===== config.mk =====
export PLATFORM = sky130hd
export DESIGN_NAME = seg7_multi_scan
export DESIGN_NICKNAME = d
export VERILOG_FILES = /design/src/rtl/seg7_multi_scan.sv
export SDC_FILE = /design/constraint.sdc
export NUM_CORES = 1
export LEC_CHECK = 0
export CAP_MARGIN = 15
export CORE_MARGIN = 5
export CORE_UTILIZATION = 61
export DETAILED_ROUTE_END_ITERATION = 7
export PLACE_DENSITY = 0.81
export SYNTH_ARGS = -nofsm -noshare
export SYNTH_HDL_FRONTEND = slang
export SYNTH_SLANG_ARGS = --single-unit

===== constraint.sdc =====
create_clock -name clk -period 3 [get_ports clk]
set_input_delay 0.45 -clock clk [delete_from_list [all_inputs] [get_ports clk]]
set_output_delay 0.45 -clock clk [all_outputs]
set_load 0.05 [all_outputs]

===== src/rtl/seg7_multi_scan.sv =====
// Multi-channel counter-to-7-segment display path: snapshots CH values, renders them in hex
// or decimal (sequential double-dabble) and time-multiplexes DIGITS active-low digits.
module seg7_multi_scan #(
    parameter int DIGITS      = 8,
    parameter int CH          = 2,
    parameter int VAL_W       = 16,
    parameter int REFRESH_DIV = 100000
) (
    input  logic                  clk,
    input  logic                  rst,
    input  logic [CH*VAL_W-1:0]   cnt_val_i,
    input  logic                  load_i,
    input  logic                  mode_dec_i,
    input  logic                  blank_lz_i,
    output logic                  busy_o,
    output logic [CH-1:0]         ovf_o,
    output logic [6:0]            HEX_o,
    output logic                  DP_o,
    output logic [DIGITS-1:0]     AN_o
);

    localparam int DPC   = DIGITS / CH;
    localparam int DV_W  = 4 * DPC;
    localparam int BCD_W = 4 * DPC + 4;
    localparam int PRE_W = (REFRESH_DIV > 1) ? $clog2(REFRESH_DIV) : 1;
    localparam int IDX_W = (DIGITS > 1) ? $clog2(DIGITS) : 1;
    localparam int CH_W  = (CH > 1) ? $clog2(CH) : 1;
    localparam int BIT_W = (VAL_W > 1) ? $clog2(VAL_W) : 1;

    function automatic logic [63:0] pow10(input int n);
        logic [63:0] p;
        p = 64'd1;
        for (int i = 0; i < n; i++) begin
            p = p * 64'd10;
        end
        return p;
    endfunction

    localparam logic [63:0] DEC_LIMIT = pow10(DPC);

    function automatic logic [6:0] glyph(input logic [3:0] n);
        logic [6:0] g;
        case (n)
            4'h0:    g = 7'h40;
            4'h1:    g = 7'h79;
            4'h2:    g = 7'h24;
            4'h3:    g = 7'h30;
            4'h4:    g = 7'h19;
            4'h5:    g = 7'h12;
            4'h6:    g = 7'h02;
            4'h7:    g = 7'h78;
            4'h8:    g = 7'h00;
            4'h9:    g = 7'h10;
            4'hA:    g = 7'h08;
            4'hB:    g = 7'h03;
            4'hC:    g = 7'h46;
            4'hD:    g = 7'h21;
            4'hE:    g = 7'h06;
            4'hF:    g = 7'h0E;
            default: g = 7'h7F;
        endcase
        return g;
    endfunction

    // Double-dabble correction: every BCD nibble of 5 or more gets +3 before the shift.
    function automatic logic [BCD_W-1:0] dd_adjust(input logic [BCD_W-1:0] b);
        logic [BCD_W-1:0] r;
        r = b;
        for (int i = 0; i < DPC + 1; i++) begin
            if (r[4*i +: 4] >= 4'd5) begin
                r[4*i +: 4] = r[4*i +: 4] + 4'd3;
            end else begin
                r[4*i +: 4] = r[4*i +: 4];
            end
        end
        return r;
    endfunction

    typedef enum logic [1:0] {
        ST_IDLE   = 2'd0,
        ST_CONV   = 2'd1,
        ST_COMMIT = 2'd2
    } state_t;

    state_t                 state_r;
    state_t                 state_s;
    logic                   busy_r;
    logic [CH-1:0]          ovf_r;
    logic [CH*VAL_W-1:0]    snap_val_r;
    logic                   snap_dec_r;
    logic                   snap_blank_r;
    logic [BCD_W-1:0]       bcd_r;
    logic [VAL_W-1:0]       shift_r;
    logic [BIT_W-1:0]       bit_cnt_r;
    logic [CH_W-1:0]        ch_cnt_r;
    logic [DV_W-1:0]        dec_res_r [CH];
    logic [6:0]             disp_r [DIGITS];
    logic [PRE_W-1:0]       presc_r;
    logic [IDX_W-1:0]       idx_r;
    logic [6:0]             hex_r;
    logic                   dp_r;
    logic [DIGITS-1:0]      an_r;

    logic [BCD_W-1:0]       adj_s;
    logic [BCD_W-1:0]       bcd_step_s;
    logic                   chan_done_s;
    logic                   last_step_s;
    logic [VAL_W-1:0]       next_val_s;
    logic [6:0]             frame_s [DIGITS];
    logic [CH-1:0]          ovf_s;
    logic [VAL_W-1:0]       cval_s;
    logic [DV_W-1:0]        digits_s;
    logic                   over_s;
    logic                   seen_s;
    logic [3:0]             nib_s;
    logic                   dp_s;
    logic [DIGITS-1:0]      an_s;

    assign adj_s       = dd_adjust(bcd_r);
    assign bcd_step_s  = (adj_s << 1) | BCD_W'(shift_r[VAL_W-1]);
    assign chan_done_s = (bit_cnt_r == BIT_W'(VAL_W - 1));
    assign last_step_s = chan_done_s && (ch_cnt_r == CH_W'(CH - 1));

    // FSM next-state logic
    always_comb begin
        state_s = state_r;
        case (state_r)
            ST_IDLE: begin
                if (load_i) begin
                    state_s = mode_dec_i ? ST_CONV : ST_COMMIT;
                end else begin
                    state_s = ST_IDLE;
                end
            end
            ST_CONV: begin
                if (last_step_s) begin
                    state_s = ST_COMMIT;
                end else begin
                    state_s = ST_CONV;
                end
            end
            ST_COMMIT: state_s = ST_IDLE;
            default:   state_s = ST_IDLE;
        endcase
    end

    // FSM state and busy flag
    always_ff @(posedge clk) begin
        if (rst) begin
            state_r <= ST_IDLE;
            busy_r  <= 1'b0;
        end else begin
            state_r <= state_s;
            busy_r  <= (state_s != ST_IDLE);
        end
    end

    // Value of the channel converted after the current one
    always_comb begin
        next_val_s = '0;
        for (int c = 0; c < CH; c++) begin
            if (c == int'(ch_cnt_r) + 1) begin
                next_val_s = snap_val_r[c*VAL_W +: VAL_W];
            end else begin
                next_val_s = next_val_s;
            end
        end
    end

    // Snapshot capture and sequential decimal conversion, one channel after another
    always_ff @(posedge clk) begin
        if (rst) begin
            snap_val_r   <= '0;
            snap_dec_r   <= 1'b0;
            snap_blank_r <= 1'b0;
            bcd_r        <= '0;
            shift_r      <= '0;
            bit_cnt_r    <= '0;
            ch_cnt_r     <= '0;
            for (int c = 0; c < CH; c++) begin
                dec_res_r[c] <= '0;
            end
        end else begin
            case (state_r)
                ST_IDLE: begin
                    if (load_i) begin
                        snap_val_r   <= cnt_val_i;
                        snap_dec_r   <= mode_dec_i;
                        snap_blank_r <= blank_lz_i;
                        bcd_r        <= '0;
                        shift_r      <= cnt_val_i[VAL_W-1:0];
                        bit_cnt_r    <= '0;
                        ch_cnt_r     <= '0;
                    end
                end
                ST_CONV: begin
                    if (chan_done_s) begin
                        dec_res_r[ch_cnt_r] <= bcd_step_s[DV_W-1:0];
                        bcd_r               <= '0;
                        shift_r             <= next_val_s;
                        bit_cnt_r           <= '0;
                        ch_cnt_r            <= ch_cnt_r + 1'b1;
                    end else begin
                        bcd_r     <= bcd_step_s;
                        shift_r   <= shift_r << 1;
                        bit_cnt_r <= bit_cnt_r + 1'b1;
                    end
                end
                default: begin
                end
            endcase
        end
    end

    // Render the committed frame: overflow dashes, leading-zero blanking, glyph lookup
    always_comb begin
        for (int i = 0; i < DIGITS; i++) begin
            frame_s[i] = 7'h7F;
        end
        ovf_s    = '0;
        cval_s   = '0;
        digits_s = '0;
        over_s   = 1'b0;
        seen_s   = 1'b0;
        nib_s    = 4'd0;
        for (int c = 0; c < CH; c++) begin
            cval_s   = snap_val_r[c*VAL_W +: VAL_W];
            digits_s = snap_dec_r ? dec_res_r[c] : DV_W'(cval_s);
            over_s   = snap_dec_r && (64'(cval_s) >= DEC_LIMIT);
            ovf_s[c] = over_s;
            seen_s   = 1'b0;
            for (int d = DPC - 1; d >= 0; d--) begin
                nib_s = digits_s[4*d +: 4];
                if (nib_s != 4'd0) begin
                    seen_s = 1'b1;
                end else begin
                    seen_s = seen_s;
                end
                if (over_s) begin
                    frame_s[c*DPC + d] = 7'h3F;
                end else if (snap_blank_r && !seen_s && (d != 0)) begin
                    frame_s[c*DPC + d] = 7'h7F;
                end else begin
                    frame_s[c*DPC + d] = glyph(nib_s);
                end
            end
        end
    end

    // Display buffer and overflow flags change together in the single commit cycle
    always_ff @(posedge clk) begin
        if (rst) begin
            for (int i = 0; i < DIGITS; i++) begin
                disp_r[i] <= 7'h40;
            end
            ovf_r <= '0;
        end else if (state_r == ST_COMMIT) begin
            disp_r <= frame_s;
            ovf_r  <= ovf_s;
        end
    end

    // Refresh prescaler and digit index
    always_ff @(posedge clk) begin
        if (rst) begin
            presc_r <= '0;
            idx_r   <= '0;
        end else if (presc_r == PRE_W'(REFRESH_DIV - 1)) begin
            presc_r <= '0;
            idx_r   <= (idx_r == IDX_W'(DIGITS - 1)) ? '0 : idx_r + 1'b1;
        end else begin
            presc_r <= presc_r + 1'b1;
        end
    end

    // Anode select and channel-separator decimal point for the current index
    always_comb begin
        dp_s = 1'b1;
        an_s = '1;
        for (int i = 0; i < DIGITS; i++) begin
            if (idx_r == IDX_W'(i)) begin
                an_s[i] = 1'b0;
            end else begin
                an_s[i] = 1'b1;
            end
        end
        for (int c = 1; c < CH; c++) begin
            if (idx_r == IDX_W'(c * DPC)) begin
                dp_s = 1'b0;
            end else begin
                dp_s = dp_s;
            end
        end
    end

    // Registered pin drivers
    always_ff @(posedge clk) begin
        if (rst) begin
            hex_r <= 7'h7F;
            dp_r  <= 1'b1;
            an_r  <= '1;
        end else begin
            hex_r <= disp_r[idx_r];
            dp_r  <= dp_s;
            an_r  <= an_s;
        end
    end

    assign busy_o = busy_r;
    assign ovf_o  = ovf_r;
    assign HEX_o  = hex_r;
    assign DP_o   = dp_r;
    assign AN_o   = an_r;

endmodule


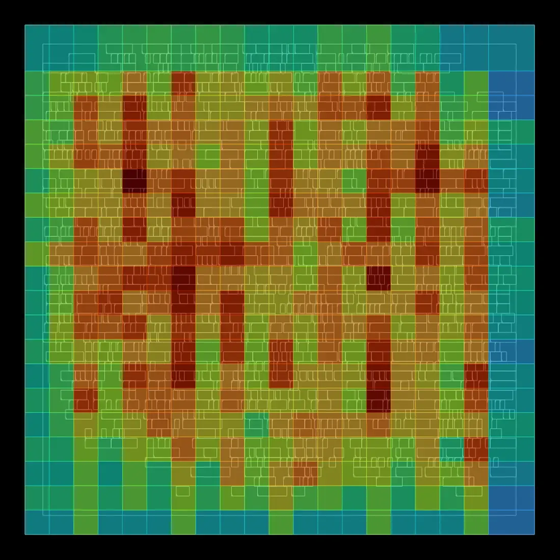
**Above:** routing congestion map.
total global-route track usage: 26.3%
final core occ: 68.4%
busiest grt layer: met2

==> flow_metrics.py <==
# Physical implementation metrics
metrics = {
    "cts": {
        "clock-sinks": 199,
        "clkTransAtPathRegs_ns": 0.07,
        "cts_made_buffers": 17,
        "ctsHoldBuffers": 0,
        "cts_tree": "done",
        "cts-root-buf": "clkbuf_16",
        "cts-resized-gates": 0,
        "postCtsSetupRepairBufs": 0,
    },
    "routing": {
        "first_iter_violations": 971,
        "antenna_left": 0,
        "routed_wl_um": 26700,
        "wl_per_cell_um": 18.1,
        "viasPerCell": 6.06,
        "drt-met1-wl_um": 11700,
        "drc": 0,
        "dr.pass1.iters": 7,
        "wl_met2_um": 12800,
        "via_count": 8933,
    },
    "synth": {
        "synth.area.top_cells": "dfxtp_1 (30%), edfxtp_1 (8.8%), ha_1 (8.0%), nor2_1 (5.9%), nand2_1 (4.8%)",
        "edf_count": 32,
        "synth-seq-cells": 199,
        "ys_cells": 1209,
        "ys_async_sr_fraction_pct": 0,
        "ys_types": 86,
        "syn_nets": 1316,
        "yosysChipArea_um2": 11000,
        "netlist_instances": 1209,
        "yosys_warnings": 0,
        "avgSynthCellArea_um2": 9.07,
    },
    "worst_setup_path": {
        "start_kind": "flop",
        "crit_type": "reg -> reg",
        "cp.required_ns": 3.28,
        "cp_max_fo": 43,
        "r2r_slack_ns": 0.26,
        "worstPathArrival_ns": 3.02,
        "end_kind": "flop",
    },
    "min_path": {
        "hold_class": "in -> reg",
    },
    "layout": {
        "drive_gt1_share_pct": 10.5,
        "nMultiInputCombCells": 894,
        "syn2layout_area_growth_pct": 11.3,
        "largest_class": "logic gates",
        "nFillCells": 1390,
        "final_nets": 1338,
        "final_cells": 1473,
        "final-nonclk-buf-share_pct": 5.66,
        "diodes": 0,
        "signal_buffers": 74,
        "logic_area_um2": 6150,
        "final-clk-cell-share_pct": 4.97,
        "seq_share_pct": 35.3,
        "n_sequential_cell": 199,
        "inverters": 45,
        "register_area_um2": 4310,
    },
    "floorplan": {
        "die_x_um": 144,
        "fp_util_pct": 61.5,
        "die_area_um2": 20800,
        "ios": 56,
        "die_h_um": 144,
        "rows": 49,
        "tapcell.inserted": 229,
        "core-area_um2": 17800,
    },
    "sta": {
        "max_freq_mhz": 365,
        "rsz0062_at_grt": "no",
        "tns_ns": 0,
        "max-slew-margin-rel_pct": 43.5,
        "finalCriticalPeriod_ns": 2.74,
        "max_slew.worst_pin.slew_ns": 0.848,
        "finalClockPeriodUsage_pct": 91.2,
    },
    "power": {
        "vdd_drop_max_mv": 0.460,
        "p_per_area_nw_per_um2": 533,
        "p_leak_nw": 4.46,
    },
    "grt": {
        "antenna_found_initial": 0,
        "grt_pass1_wl_um": 43400,
        "grt.overflow.total": 0,
    },
    "placed_design": {
        "dp_cells": 1441,
        "dp.final_hpwl_um": 19300,
        "portBuffers": 55,
    },
    "outcome": {
        "status": "complete, no violations",
    },
    "job": {
        "warnings": 80,
    },
}
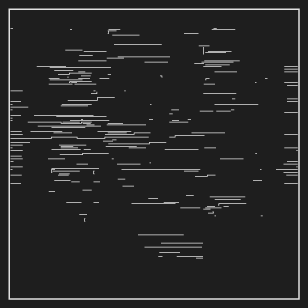
**Above:** met3 routing.
Drawn at 2 px/um.
145 nets have wire on it. The layer carries 1670 um of wire. The wires run mostly horizontal.

[cells in the mapped netlist, drive strengths merged (5+ instances only)]
cell type  number
a211oi         24
a21oi          93
a22oi           8
nor4            8
a221o          17
nand2b         14
nor2          177
clkbuf         47
nand2         141
xnor2           9
mux2i          41
nand3          21
a2bb2oi        11
dfxtp         167
buf            24
mux2           16
xor2           10
a31oi           7
a221oi          8
o21ai          43
inv            44
mux4           19
nor3           57
edfxtp         32
or2             6
a311oi          9
nor3b          12
nor2b           5
a2111oi         9
nand3b          9
ha             70
[power by group]
group	switching [mW]	internal, mW	leakage, nW	total [mW]
Combinational	0.699	0.477	2.47	1.18
Clock	1.03	1.31	0.298	2.35
Sequential	0.143	2.85	1.69	2.99
Total	1.87	4.64	4.46	6.51
[cell families after synthesis]
family / synth area share [%]
and+or+nand+nor: 20.1
AOI/OAI and AO/OA: 16.6
DFF: 39.2
buffers and inverters: 4.81
muxes: 9.83
adders and majority gates: 7.98
xor gates and xnor gates: 1.52
[routing by layer]
layer	vias up	GRT usage [%]
met1	4216	36.4
met3	37	3.77
met2	327	43.1
met5	-	0
met4	0	7.58
li1	4353	-
[placed cells by master (no fill, tap or decap), drive strengths merged, types with 12 or more instances in the layout]
cell type and n:
mux2 16, clkdlybuf4s50 54, nor2 177, mux2i 41, buf 20, ha 70
a221o 17, nor3 57, o21ai 43, nand2 141, inv 48, nand3 21
edfxtp 32, clkbuf 20, dfxtp 167, a211oi 24, mux4 19, a21oi 93
nor3b 12, nand2b 14
[state kept, by name, summed over array words and instances (netlist names)]
| register | cells |
|---|---|
| disp_r | 56 |
| dec_res_r | 32 |
| snap_val_r | 32 |
| presc_r | 17 |
| bcd_r | 16 |
| shift_r | 16 |
| AN_o | 8 |
| HEX_o | 7 |
| bit_cnt_r | 4 |
| idx_r | 3 |
| ovf_o | 2 |
| state_r | 2 |
| busy_o | 1 |
| ch_cnt_r | 1 |
| snap_blank_r | 1 |
| snap_dec_r | 1 |
[worst paths after layout]
check / startpoint / end / cells past startpoint
hold / removal: rst / bit_cnt_r[0]$_SDFFE_PP0P_ / 2
setup / recovery: snap_dec_r$_SDFFE_PP0P_ / disp_r[24]$_SDFFE_PP0N_ / 6
setup reg to reg: snap_dec_r$_SDFFE_PP0P_ / disp_r[24]$_SDFFE_PP0N_ / 6
hold reg to reg: presc_r[0]$_SDFF_PP0_ / presc_r[0]$_SDFF_PP0_ / 1
[critical path, cell delays in order (launching register included)]
cell and delay [ns]:
dfxtp_4 0.76, mux2i_1 0.63, inv_1 0.19, ha_1 0.28, mux4_2 0.47, nor3_1 0.14, nor3_1 0.08
[metrics by stage]
| stage | power, mW | instance area (um^2) | worst slack, ns | hold slack (ns) |
|---|---|---|---|---|
| after global routing | 6.77 | 12200 | 0.146 | 0.391 |
| after CTS | 6.51 | 12200 | 0.333 | 0.376 |
| after floorplan | 3.88 | 11000 | 0.676 | 0.418 |
| after detailed placement | 4.20 | 11600 | 0.380 | 0.442 |
| after global placement | 4.16 | 11600 | 0.482 | 0.432 |
| final | 6.51 | 12200 | 0.264 | 0.379 |
No activity file was given, so power comes from the tool's default toggle rates.
